==> config.mk <==
export PLATFORM = sky130hd
export DESIGN_NAME = io_uart
export DESIGN_NICKNAME = d
export VERILOG_FILES = /design/src/rtl/io_uart_pkg.sv /design/src/rtl/io_uart_fifo.sv /design/src/rtl/io_uart.sv
export SDC_FILE = /design/constraint.sdc
export NUM_CORES = 1
export LEC_CHECK = 0
export ABC_AREA = 1
export CORE_ASPECT_RATIO = 1.75
export CORE_MARGIN = 10
export CORE_UTILIZATION = 55
export DETAILED_ROUTE_END_ITERATION = 8
export PLACE_DENSITY_LB_ADDON = 0.08
export RECOVER_POWER = 100
export SYNTH_ARGS = -nofsm -noshare
export SYNTH_HDL_FRONTEND = slang
export SYNTH_SLANG_ARGS = --single-unit
==> constraint.sdc <==
create_clock -name i_clk -period 3.39 [get_ports i_clk]
set_input_delay 0.5085 -clock i_clk [delete_from_list [all_inputs] [get_ports i_clk]]
set_output_delay 0.5085 -clock i_clk [all_outputs]
set_load 0.05 [all_outputs]
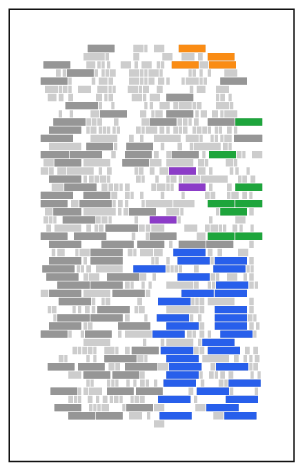
Figure 1: where the registers sit.
Drawn at 3 px/micron.
- purple: u_tx_fifo.cnt_q (sequential cells 3)
- orange: tx_cnt_q (sequential cells 4)
- blue: u_tx_fifo.mem_q (sequential cells 32)
- green: tx_sh_q (sequential cells 8; where right middle)
Flop+latch power: 2.03 mW
Final Util: 0.661

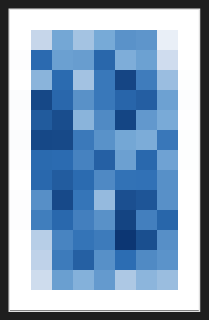
Figure 2: placement density heat map.
Drawn at 2 px/micron. The die is cut into 9 by 15 equal tiles; white is low, dark blue is high, 0 to 100% covered.
- nearly empty tiles: 33%
- fullest tile: 97%
- tiles over 75% full: 22%
core box area: 0.00947 sq mm
fp util: 0.563

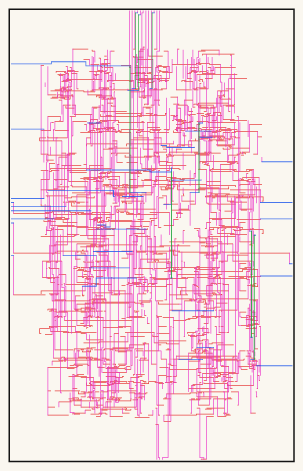
Figure 3: wiring by layer.
Drawn at 3 px/micron.
- magenta: metal 2 (wire length 6270 microns)
- green: metal 4 (wire length 253 microns)
- red: metal 1 (wire length 4070 microns)
- blue: metal 3 (wire length 406 microns)
DR WL/cell: 16.1 microns
Total GRT Usage: 0.165
DRT Wirelength: 11000 microns

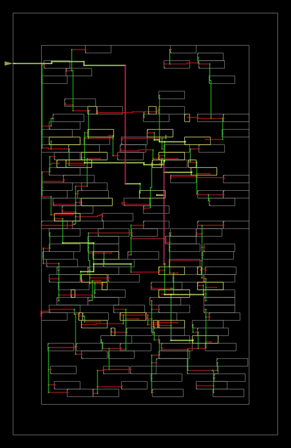
Figure 4: the clock network.
skew final: 7.14 ps
CTS Buf Count: 17
Latency at later pin: 400 ps

==> GITHUB_STEP_SUMMARY <==
## PnR job results

| Metric | Value |
|---|---|
| Status | complete, but fails checks |
| Failing checks | capacitance limit, slew limit |
| R2r setup slk | 560 ps |
| CP delay by family, top | buffers and inverters |
| Vias in the first global route | 3779 |
| CTS tree | yes |
| Post-Synthesis Cells | 499 |
| Yosys top cell area share | 0.361 |
| Max_cap viols | 1 |
| Pin count of the biggest net entering global routing | 43 |
| DP Wirelength | 7870 microns |
| Initial antenna violation count | 0 |
| Critical-path cell with the highest stage delay | clkdlybuf4s50_1 |
| MUX area fraction | 0.00211 |
| First-pass GRT wire length | 18000 microns |
| Area after DPL | 0.00578 sq mm |
| Avg Inst Size Synth | 10.7 sq um |
| Tmin final | 3050 ps |
| H-tree depth | 4 |
| Main logic family | simple AND/OR/NAND/NOR gates |
| Routed Antenna Nets | 0 |
| P per Cell Area | 767 mW/mm^2 |
| Setup bufs post-CTS | 0 |
| Setup WS pre-CTS | 593 ps |
| CP endpoint kind | output pin |
| Clock slew at reported path FFs | 50 ps |
| Worst Path Class, Setup | in2out |
| Drt initial violations | 146 |
| Fin crit share | 0.898 |
| Grt total ovfl | 0 |
| Cell area leaders | edfxtp_1 36%, dfrtp_1 25%, nand2_1 6.1% |
| Ant. Diodes | 0 |
| Post-synth ARST share | 0.467 |
| Post-layout net count | 589 |
| Leak | 2.70 nW |
| Final tally of hold violations | 0 |
| Syn Nets | 540 |
| Post-route cell area | 0.00626 sq mm |
| Die area | 0.0142 sq mm |
| Clock sinks | 120 |
| Final Slew Violations | 43 |
| Clock group share of total power | 0.367 |
| Power Internal | 3.31 mW |
| Max Freq | 0.328 GHz |
| First-pass DRT Iterations | 4 |
| RSZ-0062 raised after global routing | false |
| Cts hold-fix bufs | 0 |
| Largest area contributor in the netlist | edfxtp_1 |
| Register area share after synthesis | 0.624 |
| Relative slew slack | -0.583 |
| Synth-to-layout area growth | 17.5% |
| XOR Share, Synth | 0.0115 |
| Worst Setup Start Kind | input port |
cell type report:
type                    instances  area (sq um)
fillers                       730          3210
multi-input cells             301          1620
well taps                     122           153
flip-flops and latches        120          3330
repair buffers                 41           318
inverters                      67           253
clock buffers                  18           429
clock inverters                14           156
power groups by stage:
stage	clock [mW]	combinational, mW	sequential [mW]
after floorplan	0	0.849	1.97
after global placement	0	1.02	2.04
after detailed placement	0	1.07	2.06
after CTS	1.79	1.08	2.03
after global routing	1.85	1.17	2.07
final	1.76	1.01	2.03
routing by layer:
layer | routed length, microns | vias up | track usage
li1 | - | 1773 | -
met1 | 4070 | 1734 | 0.159
met2 | 6270 | 68 | 0.309
met3 | 406 | 18 | 0.0449
met4 | 252 | 0 | 0.0817
met5 | 0 | - | 0
No activity file was given, so power comes from the tool's default toggle rates.
